===== config.mk =====
export PLATFORM = sky130hd
export DESIGN_NAME = img_frame_packer
export DESIGN_NICKNAME = d
export VERILOG_FILES = /design/src/rtl/img_frame_packer.sv
export SDC_FILE = /design/constraint.sdc
export NUM_CORES = 1
export LEC_CHECK = 0
export CAP_MARGIN = 20
export CORE_MARGIN = 2
export CORE_UTILIZATION = 54
export CTS_BUF_LIST = sky130_fd_sc_hd__clkbuf_8
export CTS_CLUSTER_SIZE = 16
export DETAILED_ROUTE_END_ITERATION = 10
export GPL_TIMING_DRIVEN = 0
export PLACE_DENSITY = 0.81
export SLEW_MARGIN = 25
export SYNTH_ARGS = -nofsm -noshare
export SYNTH_HDL_FRONTEND = slang
export SYNTH_SLANG_ARGS = --single-unit

===== constraint.sdc =====
create_clock -name clk -period 2.41 [get_ports clk]
set_input_delay 0.6025 -clock clk [delete_from_list [all_inputs] [get_ports clk]]
set_output_delay 0.6025 -clock clk [all_outputs]
set_load 0.005 [all_outputs]

===== src/rtl/img_frame_packer.sv =====
// Purpose : frames RGB565 camera pixels as 0x00RRGGBB words between a header and a trailer word.
// Latency : an accepted pixel reaches fifo_wr_en on the next cycle when the FIFO is not full.
// Backpressure: one-word output register; img_ready drops while the register is held by fifo_full.
module img_frame_packer #(
   parameter int unsigned EXP_PIXELS = 307200,  // expected pixels per frame, 0 disables the size check
   parameter int unsigned CNT_W      = 20       // saturating pixel counter width, at most 20
) (
   input  logic        clk,
   input  logic        reset_n,
   input  logic        enable,
   input  logic        img_valid,
   input  logic        img_sync,
   input  logic [15:0] img_data,
   output logic        img_ready,
   input  logic        fifo_full,
   output logic        fifo_wr_en,
   output logic [31:0] fifo_din,
   output logic [15:0] frame_count,
   output logic [15:0] drop_count
);

   typedef enum logic [1:0] {
      IDLE    = 2'd0,
      HEADER  = 2'd1,
      PASS    = 2'd2,
      TRAILER = 2'd3
   } state_t;

   localparam logic [CNT_W-1:0] CNT_MAX = '1;

   state_t             state;
   state_t             state_nxt;

   // one-word output register
   logic [31:0]        out_word;
   logic               out_vld;

   // per-frame bookkeeping
   logic [CNT_W-1:0]   pix_cnt;
   logic               ovr;
   logic               mis;
   logic               keep_en;     // enable as seen at the frame-ending sync

   // decoded per-cycle actions
   logic               reg_free;
   logic               load_en;
   logic [31:0]        load_word;
   logic               hdr_load;
   logic               pix_acc;
   logic               ovr_set;
   logic               drop_inc;
   logic               keep_set;
   logic [31:0]        pix_word;
   logic [31:0]        hdr_word;
   logic [31:0]        trl_word;

   // The register can take a new word when empty or when its current word drains this cycle.
   assign reg_free   = ~out_vld | ~fifo_full;
   assign fifo_wr_en = out_vld & ~fifo_full;
   assign fifo_din   = out_word;

   // Size mismatch only meaningful when an expected size is configured.
   assign mis = (EXP_PIXELS != 0) && (32'(pix_cnt) != 32'(EXP_PIXELS));

   // 5/6-bit channels widened to 8 bits by replicating their MSBs into the low bits.
   assign pix_word = {8'h00,
                      img_data[15:11], img_data[15:13],
                      img_data[10:5],  img_data[10:9],
                      img_data[4:0],   img_data[4:2]};
   assign hdr_word = {8'hFF, 8'h00, frame_count};
   assign trl_word = {8'hFE, 2'b00, ovr, mis, 20'(pix_cnt)};

   // State register.
   always_ff @(posedge clk or negedge reset_n) begin
      if (!reset_n) begin
         state <= IDLE;
      end else begin
         state <= state_nxt;
      end
   end

   // Next-state, handshake and output-register load decisions.
   always_comb begin
      state_nxt = state;
      img_ready = 1'b0;
      load_en   = 1'b0;
      load_word = pix_word;
      hdr_load  = 1'b0;
      pix_acc   = 1'b0;
      ovr_set   = 1'b0;
      drop_inc  = 1'b0;
      keep_set  = 1'b0;
      case (state)
         IDLE: begin
            // Pixels outside a frame are swallowed so the camera never stalls.
            img_ready = 1'b1;
            if (img_sync && enable) begin
               state_nxt = HEADER;
            end
         end
         HEADER: begin
            if (img_sync) begin
               drop_inc = 1'b1;
            end
            if (reg_free) begin
               load_en   = 1'b1;
               load_word = hdr_word;
               hdr_load  = 1'b1;
               state_nxt = PASS;
            end
         end
         PASS: begin
            // A sync closes the frame, so a pixel arriving with it belongs to no frame.
            img_ready = reg_free & ~img_sync;
            if (img_valid && img_ready) begin
               load_en   = 1'b1;
               load_word = pix_word;
               pix_acc   = 1'b1;
            end
            if (img_valid && !img_ready && !img_sync) begin
               ovr_set = 1'b1;
            end
            if (img_sync) begin
               keep_set  = 1'b1;
               state_nxt = TRAILER;
            end
         end
         TRAILER: begin
            if (img_sync) begin
               drop_inc = 1'b1;
            end
            if (reg_free) begin
               load_en   = 1'b1;
               load_word = trl_word;
               state_nxt = keep_en ? HEADER : IDLE;
            end
         end
         default: begin
            state_nxt = IDLE;
         end
      endcase
   end

   // Output register: a load wins over a drain so a word can be replaced in the cycle it is written.
   always_ff @(posedge clk or negedge reset_n) begin
      if (!reset_n) begin
         out_word <= 32'h0;
         out_vld  <= 1'b0;
      end else if (load_en) begin
         out_word <= load_word;
         out_vld  <= 1'b1;
      end else if (fifo_wr_en) begin
         out_vld  <= 1'b0;
      end
   end

   // Pixel count, overrun flag and the enable captured at the closing sync.
   always_ff @(posedge clk or negedge reset_n) begin
      if (!reset_n) begin
         pix_cnt <= '0;
         ovr     <= 1'b0;
         keep_en <= 1'b0;
      end else begin
         if (hdr_load) begin
            pix_cnt <= '0;
            ovr     <= 1'b0;
         end else begin
            if (pix_acc && (pix_cnt != CNT_MAX)) begin
               pix_cnt <= pix_cnt + 1'b1;
            end
            if (ovr_set) begin
               ovr <= 1'b1;
            end
         end
         if (keep_set) begin
            keep_en <= enable;
         end
      end
   end

   // Wrapping status counters: headers emitted and syncs ignored mid-framing.
   always_ff @(posedge clk or negedge reset_n) begin
      if (!reset_n) begin
         frame_count <= 16'h0;
         drop_count  <= 16'h0;
      end else begin
         if (hdr_load) begin
            frame_count <= frame_count + 16'h1;
         end
         if (drop_inc) begin
            drop_count <= drop_count + 16'h1;
         end
      end
   end

endmodule


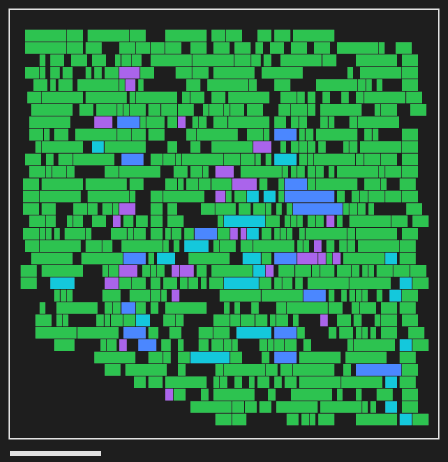
*Sizing map*
Bar = 20 microns.
| size | color | cells | share |
|---|---|---|---|
| x1 and smaller | green | 496 | 89% |
| x2 | purple | 26 | 4.6% |
| x3 and x4 | cyan | 22 | 3.9% |
| x6 and larger | blue | 16 | 2.9% |
Non-clk bufs: 121
Layout area overhead: 30.25%
final instance area: 5700 sq um
fin worst setup slack: -0.05976 ns

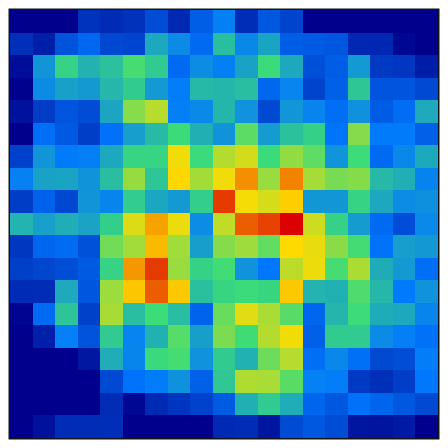
*Signal metal coverage by tile*
The die is cut into 19 by 19 equal tiles; dark blue is low, red is high, scaled to the fullest tile. Values are wire area over tile area, all layers added.
nearly empty tiles: 9.1%
emptiest ninth of the die: bottom left
tiles over half the peak: 21%
densest ninth of the die: middle
fullest tile: 0.66
mean over tiles: 0.22

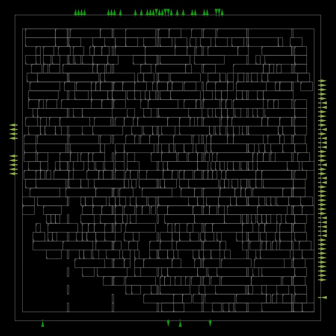
*Cell placement*
Core Footprint: 7807 sq um
Seq area share: 36.44%
flop count: 83
Std-Cell Rows: 32

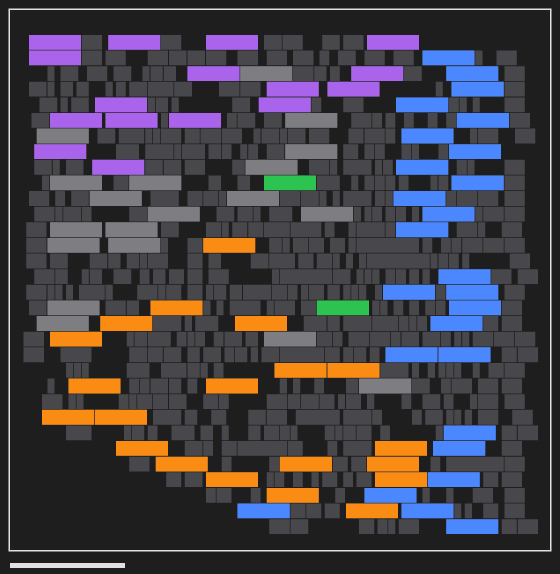
*Sequential cells grouped by signal name*
Bar = 20 microns. Other sequential cells in the stronger gray, the rest of the logic in the fainter gray.
| signal | color | placed flops |
|---|---|---|
| fifo_din | blue | 26 |
| drop_count | purple | 16 |
| pix_cnt | orange | 20 |
| state | green | 2 |
final core occ: 73.01%
FF/Latch Area: 2077 sq um
P_seq: 2.06 mW

==> impl_metrics.ini <==
; generated from flow reports
[status]
run_status = complete, but fails checks
violations = negative setup slack

[clocking]
path_clk_slew_ns = 0.09
cts_buffer_depth = 2
clock-sinks = 83
htree_levels = 3
cts_hold_buf = 0
clk_latency_ns = 0.35

[floorplanning]
taps = 102
io_pins = 88
die_h_microns = 94.03

[yosys]
yosys_warnings = 0
synth_top_area_share_pct = 47.46
synth_seq_share_pct = 47.46
synthCells = 453
synth.avg_cell_area_sq_um = 9.662
synth.cell_area_sq_um = 4377
ys_types = 53
ys_cells = 453
area_leaders = dfrtp_1, nand2_1, xnor2_1
fa_ha_area_share_pct = 2.287
async_reset_ff_share_pct = 100.0

[drt]
first_iter_violations = 273
remaining_drc_errors = 0
firstDrtPassIters = 7
vias = 3995
via_per_inst = 6.035
wl_per_cell_microns = 18.00

[finish]
layout.cells.most_common = clkdlybuf4s50_1
clock_cell_area_share_pct = 3.973
mostFrequentLayoutCells = clkdlybuf4s50_1, dfrtp_1, nand2_1
comb_share_pct = 37.60
nClkBuffers = 10
inverters = 10
fin_cells = 662
fin_nets = 585

[setup_path]
startpoint = state[0]
critPathCapture = img_ready
critical_path_arrival_ns = 1.87
r2r_end = frame_count[14]
rrSetupSlack_ns = 0.12
ff2ff_path_depth = 7
startpoint_type = register
crit_type = register to primary output

[hold_path]
hold_class = primary input to asynchronous set/reset pin

[final_timing]
tightest_slew_ns = 0.9823
fin_crit_sh_pct = 102.5
hold_viol_final = 0
maxSlewHeadroom_pct = 33.48
worst_slack_ns = -0.05976
clock.fmax_mhz = 404.9
whs_ns = 0.1876
timing.final.crit_period_ns = 2.470
rsz0062_at_grt = yes
finalSetupViolations = 1

[placement]
gp_congestion = 0.9455
dp_slack_ns = -0.6519
dpl_cell_area_sq_um = 5400
port_buffers = 87
place_inst = 643

[power_and_ir_drop]
p_leak_nw = 2.484
p_seq_share_pct = 34.9
peakVddDrop_v = 0.0005900
power.internal_mw = 3.696
switching_share_pct = 37.46

[global_routing]
use_met1_pct = 37.88
first_global_vias = 3907
use_met3_pct = 3.933
power by group through the flow:
stage / registers [mW] / logic (mW) / clock network, mW
4_1_cts: 2.06 / 2.65 / 1.14
2_1_floorplan: 2.05 / 1.39 / 0
3_5_place_dp: 2.08 / 2.60 / 0
6_report: 2.06 / 2.72 / 1.13
3_3_place_gp: 2.06 / 2.51 / 0
5_1_grt: 2.11 / 3.01 / 1.20
registers in the layout (all words and copies together), names as in the netlist:
name         cells
ovr              1
pix_cnt         20
state            2
frame_count     16
fifo_din        26
keep_en          1
out_vld          1
drop_count      16
critical path, cell delays in order, from the launching register on:
cell and delay [ns]:
dfrtp_1 0.41, inv_2 0.11, ha_2 0.20, nor2b_4 0.15, nand2_1 0.06, nand2_1 0.08
clkdlybuf4s50_1 0.50
Power and IR drop assume default switching activity.
